**src/rtl/cp0_exc_ctrl_pkg.sv**
```systemverilog
// Shared CP0 definitions for the exception controller: FSM states, register
// indices, ExcCodes and Status/Cause bit positions.
package cp0_pkg;

  typedef enum logic [2:0] {
    IDLE,
    S_EPC,
    S_CAUSE,
    S_BADV,
    S_STATUS,
    S_ERET,
    S_FLUSH
  } state_e;

  // CP0 write indices are {reg, sel[2:0]}
  localparam logic [7:0]  CP0_BADV   = 8'd64;
  localparam logic [7:0]  CP0_STATUS = 8'd96;
  localparam logic [7:0]  CP0_CAUSE  = 8'd104;
  localparam logic [7:0]  CP0_EPC    = 8'd112;

  localparam logic [31:0] CP0_EXC_VEC = 32'hBFC0_0380;

  localparam logic [4:0]  EXC_INT  = 5'd0;
  localparam logic [4:0]  EXC_ADEL = 5'd4;
  localparam logic [4:0]  EXC_ADES = 5'd5;
  localparam logic [4:0]  EXC_SYS  = 5'd8;
  localparam logic [4:0]  EXC_BP   = 5'd9;
  localparam logic [4:0]  EXC_RI   = 5'd10;
  localparam logic [4:0]  EXC_OV   = 5'd12;

  localparam int STATUS_IE  = 0;
  localparam int STATUS_EXL = 1;
  localparam int CAUSE_BD   = 31;
  localparam int IP_LO      = 8;
  localparam int IP_HI      = 15;

endpackage

```
**src/rtl/cp0_exc_ctrl.sv**
```systemverilog
// CP0 write-port sequencer: arbitrates exceptions, interrupts, ERET and MTC0.
// Define CP0_IRQ_EN to enable the interrupt detection term.
module cp0_exc_ctrl
  import cp0_pkg::*;
#(
  parameter logic [31:0] EXC_VEC     = CP0_EXC_VEC,
  parameter logic [7:0]  ADDR_BADV   = CP0_BADV,
  parameter logic [7:0]  ADDR_STATUS = CP0_STATUS,
  parameter logic [7:0]  ADDR_CAUSE  = CP0_CAUSE,
  parameter logic [7:0]  ADDR_EPC    = CP0_EPC
) (
  input  logic        clk,
  input  logic        resetn,
  input  logic        ex_valid,
  input  logic [4:0]  ex_code,
  input  logic        ex_bd,
  input  logic [31:0] ex_pc,
  input  logic        ex_has_badv,
  input  logic [31:0] ex_badvaddr,
  input  logic        eret_valid,
  input  logic        mtc0_wen,
  input  logic [7:0]  mtc0_addr,
  input  logic [31:0] mtc0_wdata,
  input  logic [31:0] status_q,
  input  logic [31:0] cause_q,
  input  logic [31:0] epc_q,
  output logic        cp0_wen,
  output logic [7:0]  cp0_addr,
  output logic [31:0] cp0_wdata,
  output logic        busy,
  output logic        flush,
  output logic [31:0] flush_pc
);

  state_e      state_q;
  logic [4:0]  code_q;
  logic        bd_q;
  logic [31:0] pc_q;
  logic        has_badv_q;
  logic [31:0] badv_q;
  logic        exl_was_q;
  logic        eret_q;
  logic [31:0] epc_lat_q;
  logic        irq;
  logic [31:0] cause_wr;

`ifdef CP0_IRQ_EN
  assign irq = (|(cause_q[IP_HI:IP_LO] & status_q[IP_HI:IP_LO]))
             & status_q[STATUS_IE] & ~status_q[STATUS_EXL];
`else
  assign irq = 1'b0;
`endif

  always_ff @(posedge clk) begin
    if (!resetn) begin
      state_q    <= IDLE;
      code_q     <= '0;
      bd_q       <= 1'b0;
      pc_q       <= '0;
      has_badv_q <= 1'b0;
      badv_q     <= '0;
      exl_was_q  <= 1'b0;
      eret_q     <= 1'b0;
      epc_lat_q  <= '0;
    end else begin
      case (state_q)
        IDLE: begin
          if (irq || ex_valid) begin
            // An interrupt rides on the committing instruction's PC/BD slot
            code_q     <= irq ? EXC_INT : ex_code;
            bd_q       <= ex_bd;
            pc_q       <= ex_pc;
            has_badv_q <= irq ? 1'b0 : ex_has_badv;
            badv_q     <= ex_badvaddr;
            exl_was_q  <= status_q[STATUS_EXL];
            eret_q     <= 1'b0;
            state_q    <= status_q[STATUS_EXL] ? S_CAUSE : S_EPC;
          end else if (eret_valid) begin
            eret_q  <= 1'b1;
            state_q <= S_ERET;
          end
        end
        S_EPC:    state_q <= S_CAUSE;
        S_CAUSE:  state_q <= has_badv_q ? S_BADV : S_STATUS;
        S_BADV:   state_q <= S_STATUS;
        S_STATUS: state_q <= S_FLUSH;
        S_ERET: begin
          epc_lat_q <= epc_q;
          state_q   <= S_FLUSH;
        end
        S_FLUSH:  state_q <= IDLE;
        default:  state_q <= IDLE;
      endcase
    end
  end

  // BD is only refreshed when the exception is not nested inside EXL
  always_comb begin
    cause_wr           = cause_q;
    cause_wr[6:2]      = code_q;
    cause_wr[CAUSE_BD] = exl_was_q ? cause_q[CAUSE_BD] : bd_q;
  end

  always_comb begin
    cp0_wen   = 1'b0;
    cp0_addr  = '0;
    cp0_wdata = '0;
    busy      = 1'b0;
    flush     = 1'b0;
    flush_pc  = '0;
    if (resetn) begin
      busy = (state_q != IDLE);
      case (state_q)
        IDLE: begin
          if (mtc0_wen && !irq && !ex_valid && !eret_valid) begin
            cp0_wen   = 1'b1;
            cp0_addr  = mtc0_addr;
            cp0_wdata = mtc0_wdata;
          end
        end
        S_EPC: begin
          cp0_wen   = 1'b1;
          cp0_addr  = ADDR_EPC;
          cp0_wdata = bd_q ? (pc_q - 32'd4) : pc_q;
        end
        S_CAUSE: begin
          cp0_wen   = 1'b1;
          cp0_addr  = ADDR_CAUSE;
          cp0_wdata = cause_wr;
        end
        S_BADV: begin
          cp0_wen   = 1'b1;
          cp0_addr  = ADDR_BADV;
          cp0_wdata = badv_q;
        end
        S_STATUS: begin
          cp0_wen   = 1'b1;
          cp0_addr  = ADDR_STATUS;
          cp0_wdata = status_q | 32'h2;
        end
        S_ERET: begin
          cp0_wen   = 1'b1;
          cp0_addr  = ADDR_STATUS;
          cp0_wdata = status_q & ~32'h2;
        end
        S_FLUSH: begin
          flush    = 1'b1;
          flush_pc = eret_q ? epc_lat_q : EXC_VEC;
        end
        default: ;
      endcase
    end
  end

endmodule

```
**config.mk**
```make
export PLATFORM = sky130hd
export DESIGN_NAME = cp0_exc_ctrl
export DESIGN_NICKNAME = d
export VERILOG_FILES = /design/src/rtl/cp0_exc_ctrl_pkg.sv /design/src/rtl/cp0_exc_ctrl.sv
export SDC_FILE = /design/constraint.sdc
export NUM_CORES = 1
export LEC_CHECK = 0
export ABC_AREA = 1
export CAP_MARGIN = 10
export CORE_MARGIN = 2
export CORE_UTILIZATION = 40
export DETAILED_ROUTE_END_ITERATION = 7
export PLACE_DENSITY = 0.83
export SETUP_SLACK_MARGIN = 0.5
export SYNTH_ARGS = -nofsm -noshare
export SYNTH_HDL_FRONTEND = slang
export SYNTH_SLANG_ARGS = --single-unit
```
**constraint.sdc**
```tcl
create_clock -name clk -period 3.6 [get_ports clk]
set_clock_uncertainty 0.2 [all_clocks]
set_input_delay 0.72 -clock clk [delete_from_list [all_inputs] [get_ports clk]]
set_output_delay 0.72 -clock clk [all_outputs]
set_load 0.05 [all_outputs]
```
==> flow report, run 1 <==
===============================================================================
Run status ....................................................... finished clean
Final total power ................................................      7.09 mW
Number of DRC markers after the initial detailed-route iteration .          699
Slowest stage cell on the critical path .......................... sky130_fd_sc_hd__dfxtp_2
Fraction of area in clock buffers and inverters ..................        2.89%
Number of placed instances with taps included ....................         1344
Number of instances in the synthesized netlist ...................          920
Worst Tran Pin Value .............................................       738 ps
Hold path startpoint .............................................   badv_q[11]
Dominant cell type by area after synthesis ....................... sky130_fd_sc_hd__dfxtp_1
Reg clk slew, reported paths .....................................        80 ps
Top class by area ................................................      buffers
Post-layout utilization of the core ..............................        72.5%
Log Warnings .....................................................           34
DRC violation count after routing ................................            0
Power per Cell Area ..............................................  670 nW/um^2
Sequential cell area .............................................   2170 sq um
Post-synth seq share .............................................        36.1%
Sum of overflow across all layers after global routing ...........            0
Final non-clock buffer share .....................................        37.7%
Nets .............................................................         1406
Synthesized-area fraction occupied by xor and xnor cells .........       0.585%
Maximum count of clock buffers along a single path ...............            2
Top cell types by occurrence after synthesis ..................... sky130_fd_sc_hd__a21oi_1 (159), sky130_fd_sc_hd__nand2_1 (146), sky130_fd_sc_hd__o21ai_0 (124)
Main area contributors after synthesis ........................... sky130_fd_sc_hd__dfxtp_1 (36%), sky130_fd_sc_hd__a21oi_1 (13%), sky130_fd_sc_hd__o21ai_0 (10%), sky130_fd_sc_hd__nand2_1 (9.2%), sky130_fd_sc_hd__inv_1 (7.3%)
Floorplan die height .............................................       126 um
Chip area from the yosys synthesis statistics ....................   5980 sq um
Worst hold path endpoint .........................................   badv_q[11]
Top flop regs .................................................... badv_q (32), epc_lat_q (32), pc_q (32)
Wire length reported by the detailed router ......................     25600 um
Path type of the worst setup path ................................      reg2out
Inverters ........................................................          123
Number of flip-flops and latches .................................          108
Proportion of synthesized area in mux cells ......................           0%
Minimum setup slack in the final design ..........................       530 ps
Core region area .................................................  14600 sq um
Setup slack after placement ......................................       179 ps
Combinational group power ........................................      4.23 mW
CTS tree .........................................................        built
Pins Over Slew Limit .............................................            0
Detail Route met2 WL .............................................     12600 um
Final number of setup-violating endpoints ........................            0
Sequential Power Share ...........................................        25.6%
Worst IR Drop VDD ................................................       443 uV
Cell area reported after detailed placement ......................   9680 sq um
GP Congestion ....................................................        0.929
Cell area after layout ...........................................  10600 sq um
Hold Vio Cnt, Final ..............................................            0
Floorplan Utilization ............................................        41.0%
Number of warnings printed during yosys synthesis ................            0
Crit start category ..............................................         flop
Worst hold path depth ............................................            2
Post-synthesis simple-gate area fraction .........................        20.9%
Logic depth of the worst register-to-register path ...............            7
Maximum net fanout on the critical path ..........................            5
Combinational gate area ..........................................   3420 sq um
Setup repair after global routing missed its margin ..............          yes
Top cells excl fill/tap .......................................... sky130_fd_sc_hd__clkdlybuf4s50_1 (202), sky130_fd_sc_hd__a21oi_1 (140), sky130_fd_sc_hd__nand2_1 (136)
Antenna violations before repair .................................            0
First-pass GRT wire length .......................................     38800 um
Switching part of the total ......................................        46.9%
Maximum number of pins on one net before global-route repair .....           81
First-pass iteration count of the detailed router ................            5
Clock network power ..............................................      1.05 mW
Most common cell on crit path .................................... sky130_fd_sc_hd__nand2_1
Adder and majority cell fraction of the synthesized area .........       0.209%
Share of the cycle needed by the critical path after routing .....        85.3%
Worst-case register-to-register setup slack ......................      1260 ps
Flip-flop cell with the highest count after synthesis ............ sky130_fd_sc_hd__dfxtp_1
Critical path launch point .......................................      pc_q[2]
Post-detail-place hpwl ...........................................     18300 um
Yosys top cell by instances ...................................... sky130_fd_sc_hd__a21oi_1
H-tree depth .....................................................            3
Worst reg2reg path startpoint ....................................   state_q[1]
Max-area cell share ..............................................        36.1%
Cells along the critical path .................................... inv_2 > ha_4 > nand2_1 > inv_2 > nand2_4 > nor2_4 > nand2_4 > nor2_4 > nand2_1 > nand2_1 > nand2_1 > a21oi_2 > buf_12
Number of buffers added by the clock tree synthesis step .........            9
Final cell count without fillers .................................         1382
Tapcell count ....................................................          184
Largest family of logic cells by area ............................ AND-OR/OR-AND gates
Setup_tns ........................................................         0 ps
Combinational share of power .....................................        59.6%
Critical Path Sink Type ..........................................   output pin
Die Footprint ....................................................  16000 sq um
Number of nets with antenna violations after detailed routing ....            0
Number of synthesized register bits ..............................          108
Endpoint of the most critical register-to-register path ..........     pc_q[27]
Cell Type Count ..................................................           34
Layout Area Growth over Synthesis ................................        76.8%
===============================================================================
-- run 1: critical path: cells and delay by family, from the launching register on --
kind	cells	cell delay, ps
buf+inv	3	330
simple gates	8	790
flops	1	350
fa+ha+maj	1	120
compound gates	1	200
-- run 1: what timing repair did --
item                                    in CTS  in global routing
pin swaps                                   17                 26
hold buffers                                 0                  0
cloned                                       3                  0
hold endpoints to repair                     0                  0
endpoints found under the setup margin      71                 30
gates resized                               64                 39
setup buffers                                6                 13
-- run 1: layer usage --
metal | vias to the layer above | global-route usage (%)
li1 | 3597 | -
met1 | 3523 | 35.7
met2 | 409 | 53.0
met3 | 66 | 8.18
met4 | 0 | 15.1
met5 | - | 0
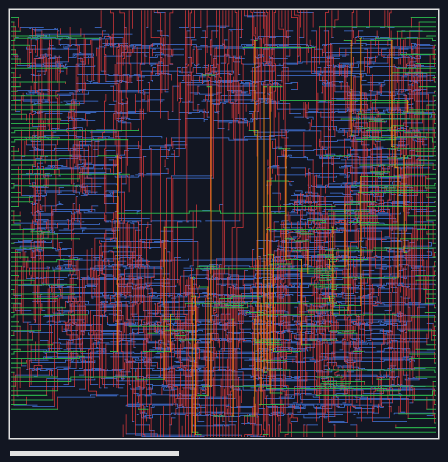
Run 1: signal wires by layer
Scale bar: 50 um.
orange -> met4  # wire length 1090 um
red -> met2  # wire length 12600 um
blue -> met1  # wire length 9410 um
green -> met3  # wire length 2500 um
global-route usage over all layers: 30.9%
WL/cell: 18.5 um
vias post-DR: 7595

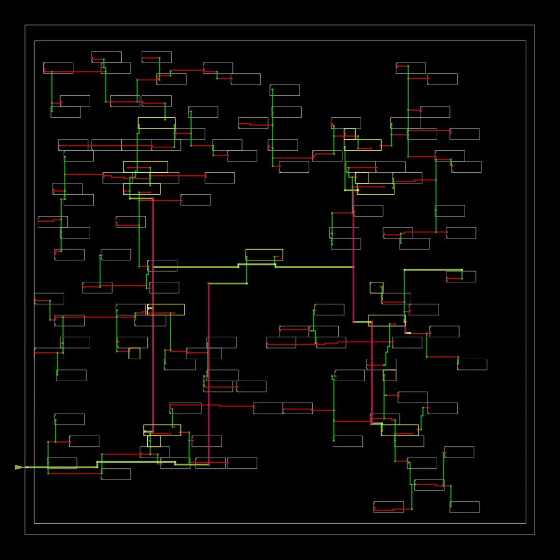
Run 1: clock nets
number of clock sinks seen by CTS: 108
count of clock-net buffers in the final layout: 9

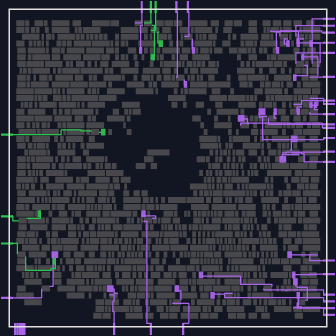
Run 1: I/O nets highlighted
green -> ex_code  # direction input, edge 3 left, 2 top, end cells 5, buffers 5, wire 114 um
purple -> cause_q  # direction input, edge 20 right, 8 bottom, 3 top, 1 left, end cells 27, buffers 27, wire 749 um
I/O pin count: 287
input/output buffers: 281

==> run 2: changes to the inputs <==
Settings changed: CORE_UTILIZATION 40 to 45, PLACE_DENSITY 0.83 to 0.91.
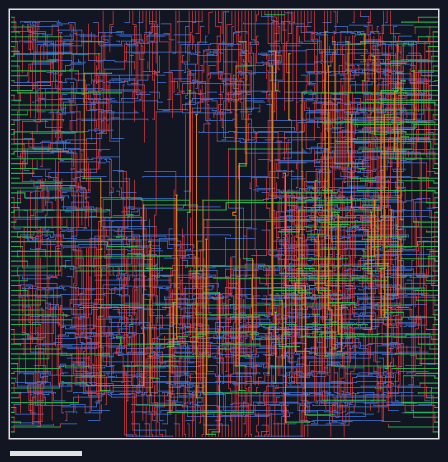
Run 2: signal wires by layer
Scale bar: 20 um.
green -> met3  # wire length 2940 um
orange -> met4  # wire length 1880 um
blue -> met1  # wire length 9470 um
red -> met2  # wire length 12900 um
vias post-DR: 7899
WL/cell: 19.7 um
wire length reported by the detailed router: 27200 um
global-route usage over all layers: 35.6%

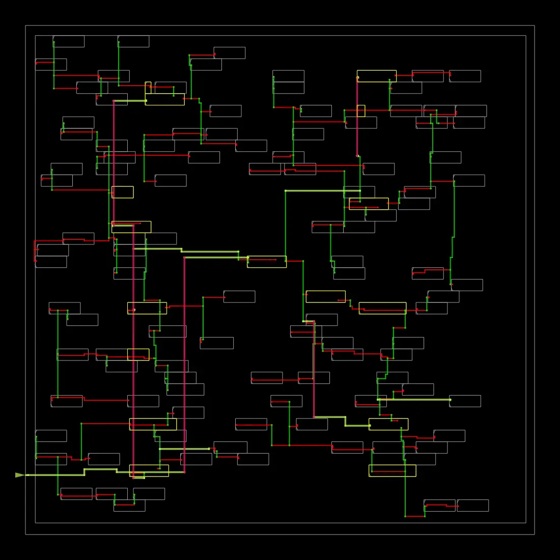
Run 2: clock nets
insertion delay at the late pin of the worst-skew pair: 360 ps
clock network power: 1.19 mW
number of flip-flops and latches: 108
number of buffers added by the clock tree synthesis step: 9
count of clock-net buffers in the final layout: 12

==> run 2 against run 1 <==
- combinational power is 1% higher
- hold slack worse by 3.8 ps
- fmax decreased by 1.9%
- cell area grew 0.88%
- critical endpoint is now cp0_wdata[19]
- largest power group unchanged
- highest routed layer unchanged
==> flow report, run 2 <==
===============================================================================
Critical Path Sink Type ..........................................   output pin   unchanged
Grt met3 use .....................................................        9.91%   was 8.18%
Floorplan die height .............................................       119 um   was 126 um
Slowest stage cell on the critical path .......................... sky130_fd_sc_hd__dfxtp_1   was sky130_fd_sc_hd__dfxtp_2
Crit start category ..............................................         flop   unchanged
Critical path launch point .......................................      pc_q[5]   was pc_q[2]
Worst Tran Pin Value .............................................       626 ps   was 738 ps
Path type of the worst setup path ................................      reg2out   unchanged
Number of DRC markers after the initial detailed-route iteration .          900   was 699
DRC violation count after routing ................................            0   unchanged
GP Congestion ....................................................        0.966   was 0.929
Endpoint of the most critical register-to-register path ..........     pc_q[20]   was pc_q[27]
Floorplan Utilization ............................................        45.6%   was 41.0%
H-tree depth .....................................................            3   unchanged
Synthesized-area fraction occupied by xor and xnor cells .........       0.585%   unchanged
Layout Area Growth over Synthesis ................................        78.3%   was 76.8%
I/O pin count ....................................................          287   unchanged
Post-synthesis simple-gate area fraction .........................        20.9%   unchanged
Setup Buffers After CTS ..........................................            7   was 6
Adder and majority cell fraction of the synthesized area .........       0.209%   unchanged
Maximum count of clock buffers along a single path ...............            2   unchanged
Maximum number of pins on one net before global-route repair .....           70   was 81
Sequential Power Share ...........................................        25.0%   was 25.6%
Largest family of logic cells by area ............................ AND-OR/OR-AND gates   unchanged
Worst reg2reg path startpoint ....................................   state_q[2]   was state_q[1]
Global routing usage on met2 .....................................        60.2%   was 53.0%
Main area contributors after synthesis ........................... sky130_fd_sc_hd__dfxtp_1 (36%), sky130_fd_sc_hd__a21oi_1 (13%), sky130_fd_sc_hd__o21ai_0 (10%), sky130_fd_sc_hd__nand2_1 (9.2%), sky130_fd_sc_hd__inv_1 (7.3%)   unchanged
Setup_tns ........................................................         0 ps   unchanged
Share of the cycle needed by the critical path after routing .....        86.9%   was 85.3%
Cells along the critical path .................................... nor2_1 > nand3_4 > inv_1 > nand2_1 > o21ai_0 > nand3_1 > a21oi_2 > buf_12   was inv_2 > ha_4 > nand2_1 > inv_2 > nand2_4 > nor2_4 > nand2_4 > nor2_4 > nand2_1 > nand2_1 > nand2_1 > a21oi_2 > buf_12
GRT Max-Usage Layer ..............................................         met2   unchanged
Cell area reported after detailed placement ......................   9680 sq um   about the same
First-pass GRT wire length .......................................     39500 um   was 38800 um
Worst hold path depth ............................................            2   unchanged
Sum of overflow across all layers after global routing ...........            0   unchanged
Antenna violations before repair .................................            1   was 0
Met1 demand-to-capacity share in global routing ..................        39.0%   was 35.7%
Cell Type Count ..................................................           34   unchanged
Run status ....................................................... finished clean   unchanged
Die Footprint ....................................................  14200 sq um   was 16000 sq um
Maximum net fanout on the critical path ..........................            5   unchanged
Setup repair after global routing missed its margin ..............          yes   unchanged
Number of placed instances with taps included ....................         1338   was 1344
Core region area .................................................  13100 sq um   was 14600 sq um
Post-detail-place hpwl ...........................................     18000 um   was 18300 um
Stages on the worst setup path ...................................            8   was 13
Reg clk slew, reported paths .....................................        70 ps   was 80 ps
Cell area after layout ...........................................  10700 sq um   was 10600 sq um
Worst IR Drop VDD ................................................       452 uV   was 443 uV
Final number of setup-violating endpoints ........................            0   unchanged
Max-area cell share ..............................................        36.1%   unchanged
Power per Cell Area ..............................................  684 nW/um^2   was 670 nW/um^2
Combinational group power ........................................      4.28 mW   was 4.23 mW
Hold path startpoint .............................................   badv_q[24]   was badv_q[11]
Combinational share of power .....................................        58.7%   was 59.6%
Number of instances in the synthesized netlist ...................          920   unchanged
Proportion of synthesized area in mux cells ......................           0%   unchanged
Nets .............................................................         1412   was 1406
Final cell count without fillers .................................         1381   was 1382
Logic depth of the worst register-to-register path ...............            7   unchanged
Cells resized by post-CTS repair .................................           47   was 64
Hold-fix buffers, CTS ............................................            0   unchanged
===============================================================================
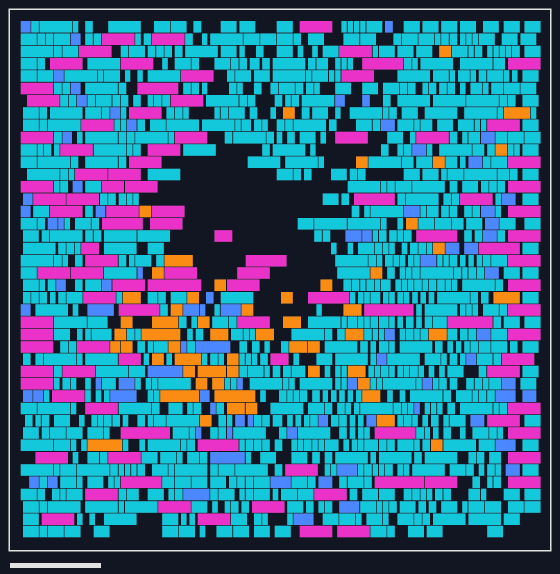
Run 2: cell sizes after repair
Scale bar: 20 um.
orange -> drive 3 to 4  # cells 56, share 4.7%
cyan -> drive 1 or less  # cells 966, share 80%
magenta -> drive 6 and up  # cells 101, share 8.4%
blue -> drive 2  # cells 81, share 6.7%

[run 2: cell counts after synthesis]
No cell type changed its count.
[run 2: final cells by class]
| cell class | instances | area (sq um) |
|---|---|---|
| inverter | 123 | 465 |
| antenna | 1 | 2.50 |
| tap | 176 | 220 |
| clock inverter | 4 | 95.1 |
| multi-input combinational | 632 | 3420 |
| sequential | 108 | 2170 |
| clock buffer | 12 | 256 |
| fill | 789 | 2470 |
| timing repair buffer | 325 | 4040 |
[run 2: metrics by stage]
stage / power (mW) / setup slack (ps)
6_report: 7.30 / 471
5_1_grt: 7.64 / 406
4_1_cts: 6.93 / 448
3_5_place_dp: 5.55 / 222
3_3_place_gp: 5.44 / 244
2_1_floorplan: 4.10 / 428
==> run 3: changes to the inputs <==
Settings changed: CELL_PAD_IN_SITES_DETAIL_PLACEMENT from default to 1, CELL_PAD_IN_SITES_GLOBAL_PLACEMENT from default to 2, CORE_UTILIZATION 45 to 22, HOLD_SLACK_MARGIN from default to 0.15, PLACE_DENSITY 0.91 to 0.9, SLEW_MARGIN from default to 20.
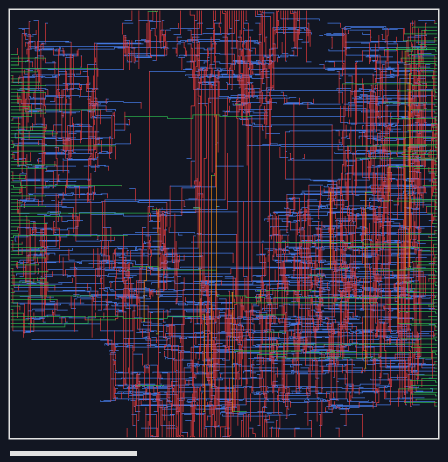
Run 3: signal wires by layer
Scale bar: 50 um.
orange -> met4  # wire length 670 um
red -> met2  # wire length 14800 um
green -> met3  # wire length 2430 um
blue -> met1  # wire length 12200 um

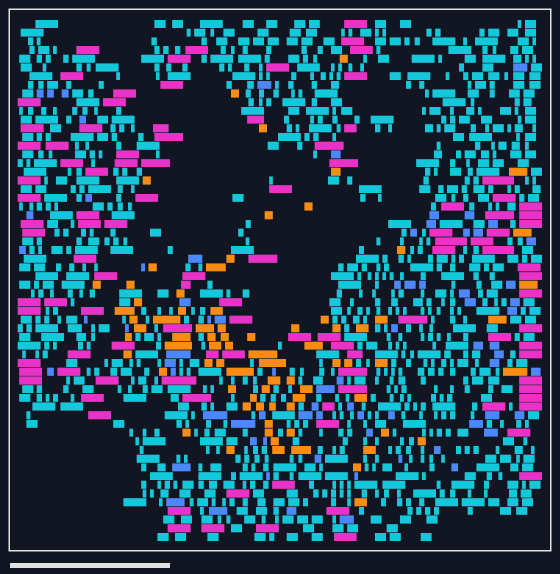
Run 3: cell sizes after repair
Scale bar: 50 um.
magenta -> drive 6 and up  # cells 106, share 8.7%
orange -> drive 3 to 4  # cells 77, share 6.3%
blue -> drive 2  # cells 73, share 6.0%
cyan -> drive 1 or less  # cells 962, share 79%
cell area after layout: 11100 sq um
minimum setup slack in the final design: 500 ps

==> run 3 against run 2 <==
- wire length grew 11%
- largest cell class unchanged
- clock power fell by about 10%
- worst setup slack gained 29 ps
- final cell count rose by 13%
- sequential power is essentially flat
- largest power group unchanged
- fmax grew 0.95%
- total power increased by 2.3%
- global-route usage fell by 15 points
- sequential share of layout area is 0.69 points lower
- critical endpoint is now cp0_wdata[6]
==> flow report, run 3 <==
===============================================================================
H-tree depth .....................................................            3   unchanged
Topmost layer with routed signal wires ...........................         met4   unchanged
Switching part of the total ......................................        46.4%   was 46.0%
I/O pin count ....................................................          287   unchanged
Compound-cell area share of the yosys netlist ....................        29.2%   unchanged
Setup slack after placement ......................................       116 ps   was 222 ps
CTS tree .........................................................        built   unchanged
Combinational share of power .....................................        61.6%   was 58.7%
Vias in the first global route ...................................         7666   was 7543
Clock root buffer ................................................ sky130_fd_sc_hd__clkbuf_16   unchanged
Fraction of standard cell area that is sequential ................        19.7%   was 20.4%
Met1 demand-to-capacity share in global routing ..................        23.0%   was 39.0%
DRC violation count after routing ................................            0   unchanged
Maximum net fanout on the critical path ..........................            7   was 5
Top class by area ................................................      buffers   unchanged
Final cell count without fillers .................................         1562   was 1381
Setup Buffers After CTS ..........................................           13   was 7
Sequential cell area .............................................   2180 sq um   was 2170 sq um
First-pass iteration count of the detailed router ................            4   was 7
Number of nets with antenna violations after detailed routing ....            0   unchanged
Buffer count excluding the clock tree in the final layout ........          340   was 325
Main area contributors after synthesis ........................... sky130_fd_sc_hd__dfxtp_1 (36%), sky130_fd_sc_hd__a21oi_1 (13%), sky130_fd_sc_hd__o21ai_0 (10%), sky130_fd_sc_hd__nand2_1 (9.2%), sky130_fd_sc_hd__inv_1 (7.3%)   unchanged
Post-Route M1 WL .................................................     12200 um   was 9470 um
Largest family of logic cells by area ............................ AND-OR/OR-AND gates   unchanged
Clk network pwr share ............................................        14.3%   was 16.3%
Share of the cycle needed by the critical path after routing .....        86.1%   was 86.9%
Adder and majority cell fraction of the synthesized area .........       0.209%   unchanged
Type of the most critical hold path ..............................      reg2reg   unchanged
Fin Hold WS ......................................................       250 ps   was 251 ps
Global-route usage over all layers ...............................        20.2%   was 35.6%
Post-synthesis simple-gate area fraction .........................        20.9%   unchanged
LEAKAGE ..........................................................      4.16 nW   was 4.10 nW
Pins Over Slew Limit .............................................            0   unchanged
Number of placed instances with taps included ....................         1511   was 1338
Combinational gate area ..........................................   3470 sq um   was 3420 sq um
Most common cell on crit path .................................... sky130_fd_sc_hd__buf_12
First-pass GRT wire length .......................................     44400 um   was 39500 um
Maximum number of pins on one net before global-route repair .....           74   was 70
Internal power of the cells ......................................      4.00 mW   was 3.94 mW
Post-detail-place hpwl ...........................................     22400 um   was 18000 um
Floorplan Utilization ............................................        22.3%   was 45.6%
Nets .............................................................         1427   was 1412
Tapcell count ....................................................          341   was 176
Wire length reported by the detailed router ......................     30100 um   was 27200 um
Antenna violations before repair .................................            4   was 1
Number of synthesized register bits ..............................          108   unchanged
Top flop regs .................................................... badv_q (32), epc_lat_q (32), pc_q (32)   unchanged
Min Clock Period, post-route .....................................      3100 ps   was 3130 ps
WL/cell ..........................................................      19.3 um   was 19.7 um
Remaining max-slew budget at the tightest pin ....................        54.4%   was 58.2%
Number of instances in the synthesized netlist ...................          920   unchanged
Post-synth seq share .............................................        36.1%   unchanged
Die Footprint ....................................................  28500 sq um   was 14200 sq um
Insertion delay at the late pin of the worst-skew pair ...........       340 ps   was 360 ps
Floorplan die height .............................................       169 um   was 119 um
Number of clock sinks seen by CTS ................................          108   unchanged
Chip area from the yosys synthesis statistics ....................   5980 sq um   unchanged
Global routing usage on met2 .....................................        36.4%   was 60.2%
Number of warnings printed during yosys synthesis ................            0   unchanged
Average size of a mapped cell ....................................   6.50 sq um   unchanged
Count of clock-net buffers in the final layout ...................           12   unchanged
Die width ........................................................       169 um   was 119 um
Flip-flops with a built-in enable ................................            0   unchanged
Multi-input gate count ...........................................          632   unchanged
Final total power ................................................      7.46 mW   was 7.30 mW
Number of DRC markers after the initial detailed-route iteration .          260   was 900
Sum of overflow across all layers after global routing ...........            0   unchanged
Setup repair after global routing missed its margin ..............          yes   unchanged
Final non-clock buffer share .....................................        38.1%   was 37.8%
Power per Cell Area ..............................................  673 nW/um^2   was 684 nW/um^2
Max-area cell share ..............................................        36.1%   unchanged
Log Warnings .....................................................           34   unchanged
Yosys top cell by instances ...................................... sky130_fd_sc_hd__a21oi_1   unchanged
GP Congestion ....................................................        0.837   was 0.966
Fraction of area in clock buffers and inverters ..................        2.73%   was 3.29%
Syn Nets .........................................................         1133   unchanged
Layout fillers ...................................................         3166   was 789
Synthesized-area fraction occupied by xor and xnor cells .........       0.585%   unchanged
Cells along the critical path .................................... buf_6 > buf_4 > nor3_4 > buf_12 > inv_2 > a21oi_1 > o21ai_2 > a41oi_2 > buf_12   was nor2_1 > nand3_4 > inv_1 > nand2_1 > o21ai_0 > nand3_1 > a21oi_2 > buf_12
Setup_tns ........................................................         0 ps   unchanged
Endpoint required time on the critical path ......................      2680 ps   about the same
Crit start category ..............................................         flop   unchanged
Cell Type Count ..................................................           34   unchanged
Flip-flop cell with the highest count after synthesis ............ sky130_fd_sc_hd__dfxtp_1   unchanged
Cells resized by post-CTS repair .................................           64   was 47
Top cells excl fill/tap .......................................... sky130_fd_sc_hd__clkdlybuf4s50_1 (202), sky130_fd_sc_hd__a21oi_1 (139), sky130_fd_sc_hd__nand2_1 (135)   was sky130_fd_sc_hd__clkdlybuf4s50_1 (202), sky130_fd_sc_hd__nand2_1 (141), sky130_fd_sc_hd__a21oi_1 (140)
Reg clk slew, reported paths .....................................        80 ps   was 70 ps
Slowest stage cell on the critical path .......................... sky130_fd_sc_hd__dfxtp_2   was sky130_fd_sc_hd__dfxtp_1
Worst Tran Pin Value .............................................       684 ps   was 626 ps
Proportion of synthesized area in mux cells ......................           0%   unchanged
Number of flip-flops and latches .................................          108   unchanged
Maximum count of clock buffers along a single path ...............            2   unchanged
Number of inserted diodes ........................................            3   was 1
Cell area reported after detailed placement ......................  10000 sq um   was 9680 sq um
Final number of setup-violating endpoints ........................            0   unchanged
Core region area .................................................  26800 sq um   was 13100 sq um
Post-layout utilization of the core ..............................        41.4%   was 81.2%
Sequential Power Share ...........................................        24.1%   was 25.0%
Reported max-cap violation count .................................            0   unchanged
Hold Vio Cnt, Final ..............................................            0   unchanged
Inverters ........................................................          123   unchanged
Vias post-DR .....................................................         7460   was 7899
Path type of the worst setup path ................................      reg2out   unchanged
Layout Area Growth over Synthesis ................................        85.2%   was 78.3%
Top cell types by occurrence after synthesis ..................... sky130_fd_sc_hd__a21oi_1 (159), sky130_fd_sc_hd__nand2_1 (146), sky130_fd_sc_hd__o21ai_0 (124)   unchanged
Run status ....................................................... finished clean   unchanged
Dominant cell type by area after synthesis ....................... sky130_fd_sc_hd__dfxtp_1   unchanged
Routed length on met3 ............................................      2430 um   was 2940 um
GRT Max-Usage Layer ..............................................         met2   unchanged
Grt met3 use .....................................................        6.59%   was 9.91%
Worst IR Drop VDD ................................................       216 uV   was 452 uV
Input/output buffers .............................................          281   unchanged
Detail Route met2 WL .............................................     14800 um   was 12900 um
Hold-fix buffers, CTS ............................................            0   unchanged
Mean number of vias per cell .....................................         4.78   was 5.72
Critical Path Sink Type ..........................................   output pin   unchanged
Combinational fraction of the cell area ..........................        31.3%   was 32.0%
Number of buffers added by the clock tree synthesis step .........            9   unchanged
===============================================================================
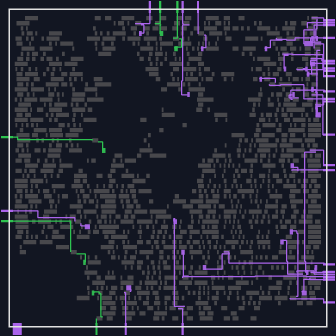
Run 3: I/O nets highlighted
purple -> cause_q  # direction input, edge 21 right, 7 bottom, 3 top, 1 left, end cells 27, buffers 27, wire 1050 um
green -> ex_code  # direction input, edge 2 left, 2 top, 1 bottom, end cells 5, buffers 5, wire 174 um

==> run 3: final timing paths <==
check             start           end  slack [ps]  depth (start not counted)
max reg2reg  state_q[1]      pc_q[12]        1540                          8
min           badv_q[4]     badv_q[4]         250                          2
max          state_q[1]  cp0_wdata[6]         500                          9
min reg2reg   badv_q[4]     badv_q[4]         250                          2
==> run 3: worst max-delay path, delay by kind of cell, from the launching register on <==
kind	cells	cell delay, ps
AND/OR/NAND/NOR	1	250
buffers and inverters	5	660
AND-OR/OR-AND	3	590
flip-flops	1	330
==> run 3: power by group through the flow <==
stage,Sequential [mW],Combinational [mW],Clock [mW]
4_1_cts,1.78,4.36,1.11
2_1_floorplan,1.72,2.38,0
3_5_place_dp,1.80,4.02,0
5_1_grt,1.85,4.96,1.16
3_3_place_gp,1.78,3.96,0
6_report,1.80,4.59,1.07

==> layout pictures side by side <==
Register map, names as in the netlist.
Scale bar: 50 um. Other sequential cells in the stronger gray, the rest of the logic in the fainter gray.
shot_01.png
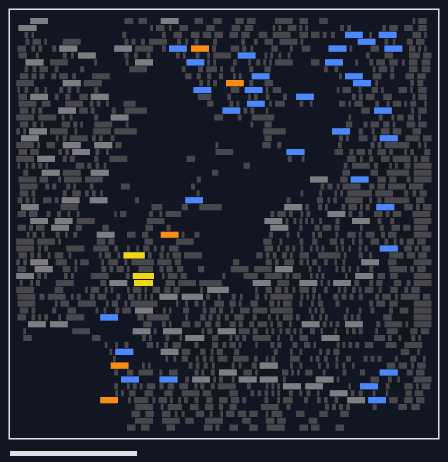
shot_02.png
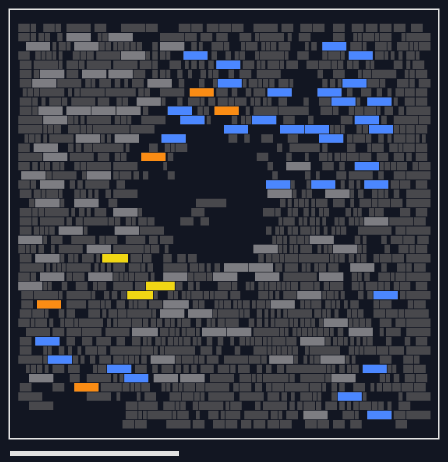
The one with the largest die is shot_01.png.
| from | picture |
|---|---|
| run 3 | shot_01.png |
| run 1 | shot_02.png |

Key to shot_02.png:
orange -> code_q  # sequential cells 5
yellow -> state_q  # sequential cells 3
blue -> badv_q  # sequential cells 32
not colored = 68

Power figures rest on the tool's default switching activity, not on a simulated workload.
